<file path="src/rtl/rv_mem_arb.sv">
// Multi-channel arbiter that merges NCH requesters onto one single-port memory with wait states.
// Supports round-robin or fixed-priority arbitration, and a watchdog that aborts hung accesses.
module rv_mem_arb #(
  parameter int unsigned DPWIDTH = 32,
  parameter int unsigned NCH     = 2,
  parameter bit          RR_MODE = 1'b1,
  parameter int unsigned TMO     = 16
) (
  input  logic                     clk,
  input  logic                     rst,
  input  logic [NCH-1:0]           ch_req,
  input  logic [NCH-1:0]           ch_we,
  input  logic [NCH*DPWIDTH-1:0]   ch_addr,
  input  logic [NCH*DPWIDTH-1:0]   ch_wdata,
  output logic [NCH-1:0]           ch_ack,
  output logic [NCH-1:0]           ch_err,
  output logic [DPWIDTH-1:0]       ch_rdata,
  output logic                     mem_req,
  output logic                     mem_we,
  output logic [DPWIDTH-1:0]       mem_addr,
  output logic [DPWIDTH-1:0]       mem_wdata,
  input  logic [DPWIDTH-1:0]       mem_rdata,
  input  logic                     mem_ready
);

  localparam int unsigned IW = (NCH > 1) ? $clog2(NCH) : 1;
  localparam int unsigned CW = (TMO > 1) ? $clog2(TMO) : 1;

  typedef enum logic [1:0] {StIdle, StBusy, StResp, StErr} state_e;

  state_e               state_q, state_d;
  logic [IW-1:0]        gnt_q, gnt_d;
  logic [IW-1:0]        rr_q, rr_d;
  logic [CW-1:0]        cnt_q, cnt_d;
  logic                 we_q, we_d;
  logic [DPWIDTH-1:0]   addr_q, addr_d;
  logic [DPWIDTH-1:0]   wdata_q, wdata_d;
  logic [DPWIDTH-1:0]   rdata_q, rdata_d;
  logic                 mem_req_q, mem_req_d;
  logic [NCH-1:0]       ch_ack_q, ch_ack_d;
  logic [NCH-1:0]       ch_err_q, ch_err_d;
  logic [DPWIDTH-1:0]   ch_rdata_q, ch_rdata_d;

  logic                 found;
  logic [IW-1:0]        win;
  logic [IW:0]          sum;
  logic                 sel_we;
  logic [DPWIDTH-1:0]   sel_addr;
  logic [DPWIDTH-1:0]   sel_wdata;
  logic [NCH-1:0]       gnt_dec;
  logic [IW-1:0]        nxt_ptr;

  // Scan from the rr pointer (or from 0 in fixed mode), wrapping modulo NCH.
  always_comb begin
    found = 1'b0;
    win   = '0;
    sum   = '0;
    for (int unsigned i = 0; i < NCH; i++) begin
      sum = (IW+1)'(i);
      if (RR_MODE) begin
        sum = sum + {1'b0, rr_q};
        if (sum >= (IW+1)'(NCH)) sum = sum - (IW+1)'(NCH);
      end
      if (!found && ch_req[sum[IW-1:0]]) begin
        found = 1'b1;
        win   = sum[IW-1:0];
      end
    end
  end

  always_comb begin
    sel_we    = 1'b0;
    sel_addr  = '0;
    sel_wdata = '0;
    gnt_dec   = '0;
    for (int unsigned i = 0; i < NCH; i++) begin
      if (win == IW'(i)) begin
        sel_we    = ch_we[i];
        sel_addr  = ch_addr[i*DPWIDTH +: DPWIDTH];
        sel_wdata = ch_wdata[i*DPWIDTH +: DPWIDTH];
      end
      gnt_dec[i] = (gnt_q == IW'(i));
    end
  end

  assign nxt_ptr = (gnt_q == IW'(NCH-1)) ? '0 : gnt_q + IW'(1);

  // Output registers are loaded with their next-state values so they align with state_q.
  always_comb begin
    state_d    = state_q;
    gnt_d      = gnt_q;
    rr_d       = rr_q;
    cnt_d      = cnt_q;
    we_d       = we_q;
    addr_d     = addr_q;
    wdata_d    = wdata_q;
    rdata_d    = rdata_q;
    mem_req_d  = 1'b0;
    ch_ack_d   = '0;
    ch_err_d   = '0;
    ch_rdata_d = '0;
    unique case (state_q)
      StIdle: begin
        if (found) begin
          state_d   = StBusy;
          gnt_d     = win;
          we_d      = sel_we;
          addr_d    = sel_addr;
          wdata_d   = sel_wdata;
          mem_req_d = 1'b1;
        end
      end
      StBusy: begin
        cnt_d = cnt_q + CW'(1);
        if (mem_ready) begin
          state_d    = StResp;
          ch_ack_d   = gnt_dec;
          ch_rdata_d = we_q ? rdata_q : mem_rdata;
          if (!we_q) rdata_d = mem_rdata;
        end else if (cnt_q == CW'(TMO-1)) begin
          state_d  = StErr;
          ch_err_d = gnt_dec;
        end else begin
          mem_req_d = 1'b1;
        end
      end
      StResp, StErr: begin
        state_d = StIdle;
        rr_d    = nxt_ptr;
        cnt_d   = '0;
      end
      default: state_d = StIdle;
    endcase
  end

  always_ff @(posedge clk) begin
    if (rst) begin
      state_q    <= StIdle;
      gnt_q      <= '0;
      rr_q       <= '0;
      cnt_q      <= '0;
      we_q       <= 1'b0;
      addr_q     <= '0;
      wdata_q    <= '0;
      rdata_q    <= '0;
      mem_req_q  <= 1'b0;
      ch_ack_q   <= '0;
      ch_err_q   <= '0;
      ch_rdata_q <= '0;
    end else begin
      state_q    <= state_d;
      gnt_q      <= gnt_d;
      rr_q       <= rr_d;
      cnt_q      <= cnt_d;
      we_q       <= we_d;
      addr_q     <= addr_d;
      wdata_q    <= wdata_d;
      rdata_q    <= rdata_d;
      mem_req_q  <= mem_req_d;
      ch_ack_q   <= ch_ack_d;
      ch_err_q   <= ch_err_d;
      ch_rdata_q <= ch_rdata_d;
    end
  end

  assign ch_ack    = ch_ack_q;
  assign ch_err    = ch_err_q;
  assign ch_rdata  = ch_rdata_q;
  assign mem_req   = mem_req_q;
  assign mem_we    = we_q;
  assign mem_addr  = addr_q;
  assign mem_wdata = wdata_q;

endmodule

</file>
<file path="config.mk">
export PLATFORM = sky130hd
export DESIGN_NAME = rv_mem_arb
export DESIGN_NICKNAME = d
export VERILOG_FILES = /design/src/rtl/rv_mem_arb.sv
export SDC_FILE = /design/constraint.sdc
export NUM_CORES = 1
export LEC_CHECK = 0
export CAP_MARGIN = 0
export CORE_AREA = 2 2 112 158
export DETAILED_ROUTE_END_ITERATION = 8
export DIE_AREA = 0 0 114 160
export GPL_TIMING_DRIVEN = 0
export HOLD_SLACK_MARGIN = 0.12
export PLACE_DENSITY = 0.74
export SLEW_MARGIN = 20
export SYNTH_ARGS = -nofsm -noshare
export SYNTH_HDL_FRONTEND = slang
export SYNTH_SLANG_ARGS = --single-unit
</file>
<file path="constraint.sdc">
create_clock -name clk -period 1.2 [get_ports clk]
set_input_delay 0.12 -clock clk [delete_from_list [all_inputs] [get_ports clk]]
set_output_delay 0.12 -clock clk [all_outputs]
set_load 0.02 [all_outputs]
</file>
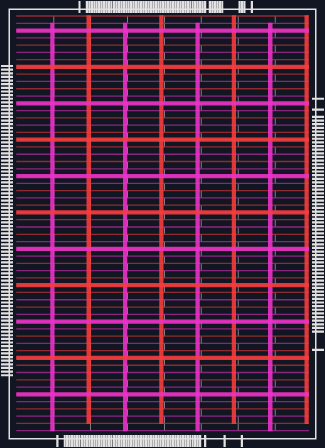
(floorplan with the power grid)
Pins as bars on the die edge. Tap cells in grey.
VDD: marked red. VSS: marked magenta.
269 signal pins sit on the boundary. 58 met1 rails follow the rows.

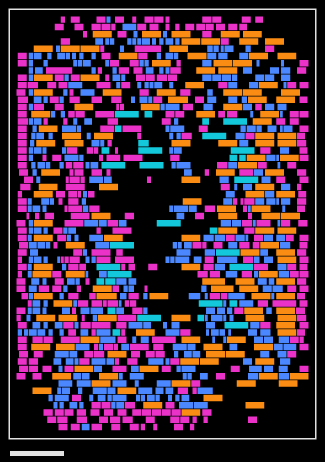
(placed cells, one colour a class)
The bar under the picture is 20 um long.
all other logic: marked blue, cells 401. clock drivers and dummy loads: marked cyan, cells 31. other buffers and delay cells: marked magenta, cells 371. flip-flops: marked orange, cells 142.
share of cell area taken by flip-flops and latches: 27.3%
design area: 10,400 sq um

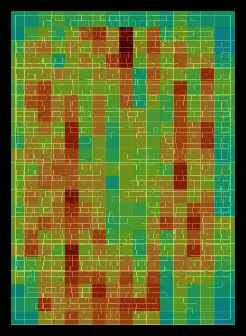
(routing congestion map)
GRT Total Usage: 23.6%
met1 track demand over resource in global routing: 25.4%

==> flow_summary.rst <==
Synthesis and place-and-route
=============================

.. list-table::
   :header-rows: 1

   * - Metric
     - Value
   * - Yosys synthesis warning count
     - 0
   * - Vias per cell
     - approximately 5.5
   * - Number of global-route vias before repair
     - approximately 6,500
   * - Post-layout total power
     - 14.0 mW
   * - Die Area
     - 18,200 sq um
   * - Number of buffers added by the clock tree synthesis step
     - 17
   * - Share of synthesized cell area in full adder, half adder and majority cells
     - less than 1%
   * - Period utilisation layout
     - 116%
   * - Top-area cell share
     - 46.2%
   * - Clk slew on worst S/H paths
     - about 0.07 ns
   * - Number of placement rows
     - 57
   * - Power Sequential
     - between 5 and 6 mW
   * - Post-cts hold-fix buffer tally
     - 0
   * - Number of cells upsized or downsized after cts
     - roughly 320
   * - Accumulated negative setup slack
     - -11.52 ns
   * - Register cell area after layout
     - 2850 sq um
   * - Post-detail-place hpwl
     - 15,100 um
   * - Count of final hold-check violations
     - 0
   * - Share of flip-flops with an asynchronous set or reset
     - 0%
   * - Library cell with the largest summed area after synthesis
     - dfxtp_1
   * - Synth logic family
     - AND-OR/OR-AND gates
   * - Initial standard-cell utilization of the core
     - 36.2%
   * - Multi-input combinational cell area
     - 3160 sq um
   * - Die height
     - 160 um
   * - Worst min-delay path class
     - in -> reg
   * - First-pass GRT wire length
     - roughly 34,000 um
   * - Number of top-level pins
     - 269
   * - Static power due to leakage
     - roughly 3.9 nW
   * - Fmax
     - 719 MHz
   * - Gp weighted congestion
     - 0.799
   * - Post-synth EDFFs
     - 0
   * - Die Width
     - approximately 110 um
   * - Number of filler instances in the final layout
     - between 1,000 and 1,500
   * - TritonCTS clock tree
     - built
   * - Pin count of the biggest net entering global routing
     - 17
   * - Post-CTS Setup Bufs
     - 17
   * - WP data arrival
     - 1.71 ns
   * - Total instance count after detailed placement
     - 1,092
   * - Time the worst path needs with I/O delays and setup
     - 1.39 ns
   * - Register-to-Register Path Depth
     - 5
   * - Nets at Floorplan
     - 788
   * - Seq pwr share
     - 37.6%
   * - Reported combinational group power
     - between 3 and 4 mW
   * - Grt total ovfl
     - 0
   * - Max-slew violations
     - 0
   * - Status
     - complete, but fails checks
   * - Post-detailed-route wirelength per cell
     - between 15 and 20 um
   * - Area growth, synth to finish
     - 69.8%
   * - Share of cells above drive strength 1
     - 33.3%
   * - Post-synthesis mux area share
     - 5.37%
   * - Endpoint of the most critical setup path
     - mem_addr[9]
   * - Simple logic cell fraction of the synthesized area
     - 9.76%
   * - Most instantiated library cell after synthesis
     - dfxtp_1
   * - Hold depth
     - 4
   * - Tally of non-filler cells in the final layout
     - 1,151
   * - Fin worst setup slack
     - -0.192 ns
   * - Highest-power group
     - sequential cells
   * - Critical register-to-register path startpoint
     - rr_q
   * - Number of cells in the yosys synthesis report
     - 620
   * - Net total in the final layout
     - 1,101
   * - Clock group power
     - 5.05 mW
   * - Top cells by area
     - dfxtp_1 46%, a311oi_2 6.8%, nand3_1 5.5%
   * - Maximum clock path buffer count
     - 2
   * - Violation count after the first detailed-routing iteration
     - roughly 380
   * - Tightest slew margin relative to the limit
     - 49.0%
   * - Switching component of the power
     - 4.37 mW
   * - Stage-log warning count
     - 29
   * - Fraction of power consumed by combinational cells
     - 26.2%
   * - Compound-gate portion of the synthesized area
     - a little under a third
   * - Commonest flop
     - dfxtp_1
   * - Routed via count
     - 6,311
   * - Worst hold-check slack
     - just over 0.2 ns
   * - Category of the critical setup timing path
     - reg -> reg
   * - Area figure in the yosys stat output
     - 6150 sq um
   * - Final tally of setup violations
     - 124
   * - Unrepaired setup endpoints after global routing
     - yes
   * - Syn avg cell area
     - 9.92 sq um
   * - Destination of the worst hold path
     - gnt_q
   * - Worst VDD drop
     - ~0.70 mV
   * - Maximum fanout count along the critical path
     - 10
   * - Tally of nets with antenna violations remaining after routing
     - 0
   * - Worst setup slack for register-to-register paths
     - -0.19 ns
   * - Worst Hold Launch
     - ch_req[1]
   * - Violated checks
     - negative setup slack
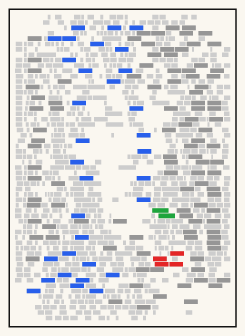
(register map, names as in the netlist)
Other sequential cells in the stronger grey, the rest of the logic in the fainter grey.
state_q: marked green, placed flops 2. cnt_q: marked red, placed flops 4. mem_addr: marked blue, placed flops 32.

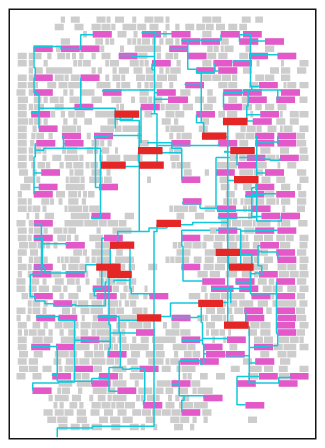
(clock wires, drivers and flops)
clock wires: marked cyan, length 2,040 um. flip-flops: marked magenta, count 142. cells driving clock nets: marked red, count 17.
Position of the flops: spread over the die.

==> routing by layer <==
| metal | track usage [%] | wire length, um |
|---|---|---|
| met1 | 25.4 | 8370 |
| met2 | 42.9 | 11800 |
| met3 | 6.03 | 1470 |
| met4 | 10.3 | 793 |
| met5 | 0 | 0 |
==> cells in the final DEF (no fill, tap or decap), types with 9 or more instances in the layout <==
cell type,count
clkdlybuf4s50_1,163
dfxtp_1,138
nand3_1,67
a21oi_1,39
buf_6,35
a311oi_2,34
clkbuf_2,31
a32o_1,31
mux2i_1,31
a311oi_1,31
a21oi_2,28
clkdlybuf4s15_2,28
buf_2,27
o21ai_1,26
nor2_1,25
o21ai_0,20
clkdlybuf4s15_1,20
clkbuf_16,19
o21ai_2,17
dlygate4sd2_1,16
buf_4,14
buf_12,13
nor2_4,11
nor2_2,10
clkbuf_1,10
buf_8,9
==> cell type report <==
type                            count  area share [%]
Multi-Input combinational cell    399            30.2
Buffer                             75            6.73
Inverter                            2          0.0719
Clock inverter                     14            1.17
Clock buffer                       17            4.07
Sequential cell                   142            27.3
Tap cell                          206            2.47
Timing Repair Buffer              296            28.0
==> state kept, by name, summed over array words and instances, names as in the netlist <==
register	flops
gnt_q	1
mem_wdata	32
rr_q	1
ch_rdata	32
rdata_q	32
mem_req	1
mem_we	1
ch_err	2
cnt_q	4
ch_ack	2
state_q	2
mem_addr	32
==> worst max-delay path, stage by stage, from the launching register on <==
cell and delay (ns):
dfxtp_2 0.33, and2b_4 0.31, buf_12 0.16, buf_6 0.15
o21ai_1 0.08, a311oi_2 0.27
==> metrics by stage <==
stage          area (sq um)  util (%)
2_1_floorplan          6170         -
3_3_place_gp           9090      53.6
3_5_place_dp           9090      53.6
4_1_cts               10300      60.9
5_1_grt               10400      61.5
6_report              10400      61.5
Power and IR drop assume default switching activity.
